met2.png
(4 px per micron) Cells faint in the background.
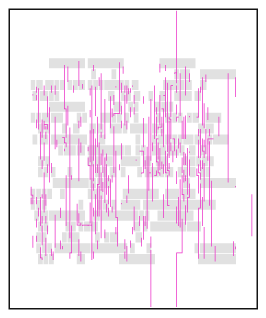
zoom.png
Window x 11 to 51, y 17 to 57 microns. Cells in grey, sequential cells in the stronger grey; small squares are vias.
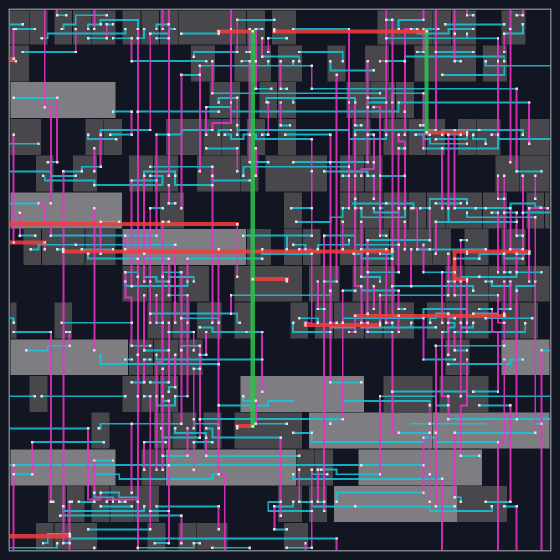
pins.png
(6 px per micron) Pins as bars across the die edge, other pins in grey.
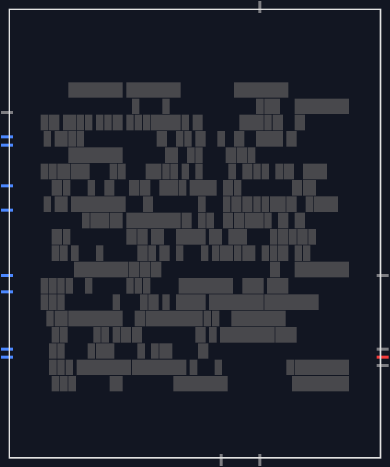
final_placement.png
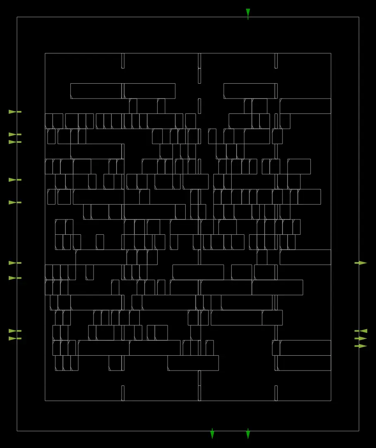
<file path="config.mk">
export PLATFORM = sky130hd
export DESIGN_NAME = parity_serial_tx
export DESIGN_NICKNAME = d
export VERILOG_FILES = /design/src/rtl/parity_tx_pkg.sv /design/src/rtl/parity_calc.sv /design/src/rtl/parity_serial_tx.sv
export SDC_FILE = /design/constraint.sdc
export NUM_CORES = 1
export LEC_CHECK = 0
export ABC_AREA = 1
export CORE_ASPECT_RATIO = 1.25
export CORE_MARGIN = 5
export CORE_UTILIZATION = 42
export CTS_BUF_LIST = sky130_fd_sc_hd__clkbuf_4 sky130_fd_sc_hd__clkbuf_8 sky130_fd_sc_hd__clkbuf_16
export CTS_CLUSTER_SIZE = 25
export DETAILED_ROUTE_END_ITERATION = 8
export DONT_BUFFER_PORTS = 1
export PLACE_DENSITY = 0.66
export SLEW_MARGIN = 10
export SYNTH_ARGS = -nofsm -noshare
export SYNTH_HDL_FRONTEND = slang
export SYNTH_HIERARCHICAL = 1
export SYNTH_SLANG_ARGS = --single-unit
</file>
<file path="constraint.sdc">
create_clock -name clk -period 4 [get_ports clk]
set_clock_uncertainty 0.2 [all_clocks]
set_input_delay 0.6 -clock clk [delete_from_list [all_inputs] [get_ports clk]]
set_output_delay 0.6 -clock clk [all_outputs]
set_load 0.05 [all_outputs]
</file>
<file path="src/rtl/parity_tx_pkg.sv">
`default_nettype none
// ============================================================================
//  Module      : parity_tx_pkg
//  Description : Shared types and line-level constants for the parity serial
//                transmitter and its matching receive-side checker.
//                  tx_state_t  - frame FSM state encoding
//                  LINE_IDLE   - level of the serial line when idle / stop bit
//                  LINE_START  - level of the start bit
//  Revision    : 1.0 - initial release
// ============================================================================
package parity_tx_pkg;

    typedef enum logic [2:0] {
        IDLE   = 3'd0,
        START  = 3'd1,
        DATA   = 3'd2,
        PARITY = 3'd3,
        STOP   = 3'd4
    } tx_state_t;

    localparam logic LINE_IDLE  = 1'b1;
    localparam logic LINE_START = 1'b0;

endpackage : parity_tx_pkg
`default_nettype wire

</file>
<file path="src/rtl/parity_calc.sv">
`default_nettype none
// ============================================================================
//  Module      : parity_calc
//  Description : Combinational parity generator. Produces the bit that makes
//                the ones-count of {data, parity} even (odd_sel=0) or odd
//                (odd_sel=1). Shared by the transmitter and the receive-side
//                checker so both ends agree on the definition.
//  Ports       : data    in  [DATA_W-1:0]  word to protect
//                odd_sel in  1             0 = even parity, 1 = odd parity
//                parity  out 1             parity bit to append
//  Revision    : 1.0 - initial release
// ============================================================================
module parity_calc #(
    parameter int DATA_W = 8
) (
    input  logic [DATA_W-1:0] data,
    input  logic              odd_sel,
    output logic              parity
);

    assign parity = (^data) ^ odd_sel;

endmodule : parity_calc
`default_nettype wire

</file>
<file path="src/rtl/parity_serial_tx.sv">
`default_nettype none
// ============================================================================
//  Module      : parity_serial_tx
//  Description : Parallel-to-serial transmitter. Each accepted word is sent as
//                start bit (0), DATA_W data bits LSB first, one parity bit and
//                a stop bit (1); every bit is held for CLKS_PER_BIT clocks.
//                All outputs are registered.
//  Ports       : clk        in  1       system clock, rising edge
//                rst_n      in  1       asynchronous active-low reset
//                in_data    in  DATA_W  word to send, sampled on handshake
//                in_valid   in  1       producer has a word
//                in_ready   out 1       high only while IDLE
//                tx         out 1       serial line, idles high
//                busy       out 1       frame in progress
//                parity_out out 1       parity of current / last frame
//                done       out 1       one-cycle pulse after frame completes
//  Revision    : 1.0 - initial release
// ============================================================================
module parity_serial_tx
    import parity_tx_pkg::*;
#(
    parameter int DATA_W       = 8,
    parameter int CLKS_PER_BIT = 4,
    parameter int PARITY_ODD   = 0
) (
    input  logic              clk,
    input  logic              rst_n,
    input  logic [DATA_W-1:0] in_data,
    input  logic              in_valid,
    output logic              in_ready,
    output logic              tx,
    output logic              busy,
    output logic              parity_out,
    output logic              done
);

    localparam int c_bit_cnt_w = (CLKS_PER_BIT > 1) ? $clog2(CLKS_PER_BIT) : 1;
    localparam int c_idx_w     = (DATA_W > 1) ? $clog2(DATA_W) : 1;

    localparam logic [c_bit_cnt_w-1:0] c_bit_last = c_bit_cnt_w'(CLKS_PER_BIT - 1);
    localparam logic [c_idx_w-1:0]     c_idx_last = c_idx_w'(DATA_W - 1);
    localparam logic                   c_odd_sel  = (PARITY_ODD != 0);

    // ------------------------------------------------------------------------
    // State and datapath registers
    // ------------------------------------------------------------------------
    tx_state_t              r_state;
    logic [c_bit_cnt_w-1:0] r_bit_cnt;
    logic [c_idx_w-1:0]     r_idx;
    logic [DATA_W-1:0]      r_data;
    logic                   r_parity;
    logic                   r_tx;
    logic                   r_busy;
    logic                   r_ready;
    logic                   r_done;

    tx_state_t              w_state_nxt;
    logic [c_bit_cnt_w-1:0] w_bit_cnt_nxt;
    logic [c_idx_w-1:0]     w_idx_nxt;
    logic [DATA_W-1:0]      w_data_nxt;
    logic                   w_parity_nxt;
    logic                   w_tx_nxt;
    logic                   w_done_nxt;
    logic                   w_bit_end;
    logic                   w_parity_in;

    parity_calc #(
        .DATA_W (DATA_W)
    ) u_parity_calc (
        .data    (in_data),
        .odd_sel (c_odd_sel),
        .parity  (w_parity_in)
    );

    assign w_bit_end = (r_bit_cnt == c_bit_last);

    // ------------------------------------------------------------------------
    // Next-state and next-output logic. Outputs are computed from the next
    // state so that the registered outputs line up with the state register.
    // ------------------------------------------------------------------------
    always_comb begin
        w_state_nxt   = r_state;
        w_bit_cnt_nxt = r_bit_cnt;
        w_idx_nxt     = r_idx;
        w_data_nxt    = r_data;
        w_parity_nxt  = r_parity;
        w_done_nxt    = 1'b0;
        w_tx_nxt      = LINE_IDLE;

        case (r_state)
            IDLE: begin
                // in_ready is 1 throughout IDLE, so in_valid alone is a handshake
                if (in_valid) begin
                    w_state_nxt   = START;
                    w_data_nxt    = in_data;
                    w_parity_nxt  = w_parity_in;
                    w_bit_cnt_nxt = '0;
                    w_idx_nxt     = '0;
                end
            end
            START: begin
                if (w_bit_end) begin
                    w_state_nxt   = DATA;
                    w_bit_cnt_nxt = '0;
                    w_idx_nxt     = '0;
                end else begin
                    w_bit_cnt_nxt = r_bit_cnt + 1'b1;
                end
            end
            DATA: begin
                if (w_bit_end) begin
                    w_bit_cnt_nxt = '0;
                    if (r_idx == c_idx_last) begin
                        w_state_nxt = PARITY;
                    end else begin
                        w_idx_nxt = r_idx + 1'b1;
                    end
                end else begin
                    w_bit_cnt_nxt = r_bit_cnt + 1'b1;
                end
            end
            PARITY: begin
                if (w_bit_end) begin
                    w_state_nxt   = STOP;
                    w_bit_cnt_nxt = '0;
                end else begin
                    w_bit_cnt_nxt = r_bit_cnt + 1'b1;
                end
            end
            STOP: begin
                if (w_bit_end) begin
                    w_state_nxt   = IDLE;
                    w_bit_cnt_nxt = '0;
                    w_idx_nxt     = '0;
                    w_done_nxt    = 1'b1;
                end else begin
                    w_bit_cnt_nxt = r_bit_cnt + 1'b1;
                end
            end
            default: begin
                w_state_nxt   = IDLE;
                w_bit_cnt_nxt = '0;
                w_idx_nxt     = '0;
            end
        endcase

        case (w_state_nxt)
            START:   w_tx_nxt = LINE_START;
            DATA:    w_tx_nxt = w_data_nxt[w_idx_nxt];
            PARITY:  w_tx_nxt = w_parity_nxt;
            default: w_tx_nxt = LINE_IDLE;
        endcase
    end

    always_ff @(posedge clk or negedge rst_n) begin
        if (!rst_n) begin
            r_state   <= IDLE;
            r_bit_cnt <= '0;
            r_idx     <= '0;
            r_data    <= '0;
            r_parity  <= 1'b0;
            r_tx      <= LINE_IDLE;
            r_busy    <= 1'b0;
            r_ready   <= 1'b1;
            r_done    <= 1'b0;
        end else begin
            r_state   <= w_state_nxt;
            r_bit_cnt <= w_bit_cnt_nxt;
            r_idx     <= w_idx_nxt;
            r_data    <= w_data_nxt;
            r_parity  <= w_parity_nxt;
            r_tx      <= w_tx_nxt;
            r_busy    <= (w_state_nxt != IDLE);
            r_ready   <= (w_state_nxt == IDLE);
            r_done    <= w_done_nxt;
        end
    end

    assign in_ready   = r_ready;
    assign tx         = r_tx;
    assign busy       = r_busy;
    assign parity_out = r_parity;
    assign done       = r_done;

endmodule : parity_serial_tx
`default_nettype wire

</file>
==> run notes <==
Entry: Yosys synthesis followed by OpenROAD place and route.

Worst setup path:
- The run gives the most common cell type on the critical path as sky130_fd_sc_hd__nand3_1.
- The run puts the delay contributed by the slowest stage of the critical path at between 0.4 and 0.5 ns.
- STA classifies the critical path startpoint as a register.
- By startpoint and endpoint, the worst setup path is classified as reg2reg.

Routing:
- The run gives the number of iterations in the first detailed-routing pass as 4.
- The run gives the average wire per standard cell as 11.6 microns.
- In the detailed route, the total length drawn on met3 is 183 microns.
- The violation tally recorded at the end of detailed-routing iteration 0 is 54.
- The run gives the per-cell via count in the routed design as 5.01.

Floorplanning:
- The run gives the share of the core filled by cells before placement as 43.4%.
- The run puts the number of core rows at 23.
- The run gives the die footprint as 0.00459 sq mm.

Logic synthesis:
- The run gives the number of standard cells reported by yosys as 200.
- After synthesis, the chip area reported by Yosys is 0.00140 sq mm.
- Counting flops with an async set or reset pin after synthesis yields a share of 100%.
- The run puts the number of synthesized register bits at 21.

Final timing:
- At the pin with the least slew margin, the transition time is 0.964 ns.
- The run gives the number of pins exceeding their max-slew limit in the final report as 0.
- Endpoints failing hold in the final report were tallied at 0.

Clock network:
- Looking at the clock tree report, the H-tree level count equals 1.
- The run gives the TritonCTS clock tree as yes.
- Post-CTS timing repair inserted 0 buffers for setup.

Finish:
- The run gives the synthesis-to-layout area growth as 5.81%.
- The run gives the post-layout net count as 217.
- The run puts the area occupied by multi-input gates at 688 sq um.

Global routing:
- The initial antenna violation count came to 0.
- The run gives the via count of the first global-routing pass as 1159.
- The first global-routing pass estimated 5020 microns of wire.
- The run gives the met3 track demand over resource in global routing as 3.82%.
- The run puts the met1 demand-to-capacity share in global routing at 17.5%.
- Overall routing resource usage recorded by global route was 14.7%.

Hold path:
- STA reports the tightest min-delay check as being of type in2reg.

Pwr:
- The run puts the internal power summed over all cells at slightly above 500 uW.

Placed design:
- The run gives the last weighted congestion value of the routability-driven placer as 0.840.

Run status:
- The flow ran to the end, and the final reports show no timing, DRC or antenna violations.
About met2.png:
wire length on this layer	1300 microns
nets with wire on the layer	174
longest straight run	43.5 microns
main direction	vertical
final wirelength: 2780 microns
GR Layer Usage met2: 24.4%
total via count in the routed design: 1202

About zoom.png:
colour	layer
red	met3
magenta	met2
green	met4
cyan	met1
cells with their middle in the window	147
most frequent	nand2_1 (33), nand3_1 (25), inv_1 (25)
sequential cells in the window	11
netlist names of flops here include	r_data (4), r_idx (3), r_state (3)

About pins.png:
colour	port	pins	direction	edge
blue	in_data	8	input	west
red	in_ready	1	output	east
all pins by edge	9 west, 4 east, 2 south, 1 north
overall die width: 61.6 microns
chip height: 74.5 microns
number of buffers inserted by port buffering: 0

About final_placement.png:
well tap count: 37
num sequential: 21
Cell Count, Final, Fillers Out: 240

-- worst paths after layout --
kind | from | depth (start not counted) | slack [ns] | end
min in group asynchronous | rst_n | 1 | 0.73 | r_state[1]
min reg2reg | r_bit_cnt[0] | 1 | 0.30 | r_bit_cnt[0]
max in group asynchronous | rst_n | 1 | 2.28 | r_bit_cnt[0]
max | r_state[1] | 10 | 2.03 | tx
max reg2reg | r_state[1] | 10 | 2.03 | tx
min | in_data[5] | 2 | 0.26 | r_data[5]
-- cells by family after synthesis --
group           synth area share (%)
fa+ha+maj                       1.79
buf+inv                         13.3
xor+xnor                       0.626
flops                           37.7
simple gates                    37.4
other cells                    0.268
compound gates                  8.86
-- synth_stat cells (all sizes together), types with 2 or more instances --
| master | instances | area share, % |
|---|---|---|
| nand2 | 62 | 19 |
| inv | 40 | 11 |
| nand3 | 28 | 10 |
| dfrtp | 19 | 34 |
| o21ai | 10 | 4.1 |
| nor2 | 9 | 3.5 |
| a21oi | 6 | 2.4 |
| nor3 | 6 | 2.9 |
| buf | 3 | 2.0 |
| or2 | 3 | 1.3 |
| clkinv | 2 | 0.63 |
| dfstp | 2 | 3.8 |
| ha | 2 | 1.8 |
| nand4 | 2 | 0.89 |
-- area by class of cell --
cell class                 count  share of cell area (%)
multi-input combinational    135                    46.5
inverter                      42                    10.7
clock buffer                   3                    2.79
sequential                    21                    35.7
timing repair buffer           1                   0.676
clock inverter                 1                   0.507
tap                           37                    3.13
-- sequential cells by signal, summed over array words and instances, names as in the netlist --
| name | count |
|---|---|
| done | 1 |
| parity_out | 1 |
| busy | 1 |
| r_state | 3 |
| tx | 1 |
| r_data | 8 |
| r_bit_cnt | 2 |
| r_idx | 3 |
| in_ready | 1 |
-- metrics by stage --
| step | utilization [%] | hold WS, ns | std cells | power, mW |
|---|---|---|---|---|
| 6_report | 45.9 | 0.260 | 240 | 0.999 |
| 5_1_grt | 45.9 | 0.267 | 240 | 1.10 |
| 4_1_cts | 45.9 | 0.252 | 240 | 1.01 |
| 3_5_place_dp | 44.1 | 0.105 | 235 | 0.856 |
| 3_3_place_gp | 44.1 | 0.105 | 235 | 0.855 |
| 2_1_floorplan | - | 0.104 | 201 | 0.780 |
-- layout by cell type, fill, tap and decap left out, types with 2 or more instances in the layout --
cell type,n
sky130_fd_sc_hd__a21oi_1,5
sky130_fd_sc_hd__clkbuf_8,3
sky130_fd_sc_hd__conb_1,2
sky130_fd_sc_hd__dfrtp_1,19
sky130_fd_sc_hd__dfstp_2,2
sky130_fd_sc_hd__ha_1,2
sky130_fd_sc_hd__inv_1,36
sky130_fd_sc_hd__inv_2,4
sky130_fd_sc_hd__nand2_1,54
sky130_fd_sc_hd__nand2_2,6
sky130_fd_sc_hd__nand2_4,2
sky130_fd_sc_hd__nand3_1,28
sky130_fd_sc_hd__nand4_1,2
sky130_fd_sc_hd__nor2_1,5
sky130_fd_sc_hd__nor2_2,3
sky130_fd_sc_hd__nor3_1,4
sky130_fd_sc_hd__nor3_2,2
sky130_fd_sc_hd__o21ai_0,8
sky130_fd_sc_hd__o21ai_2,2
sky130_fd_sc_hd__or2_1,2
No activity file was given, so power comes from the tool's default toggle rates.
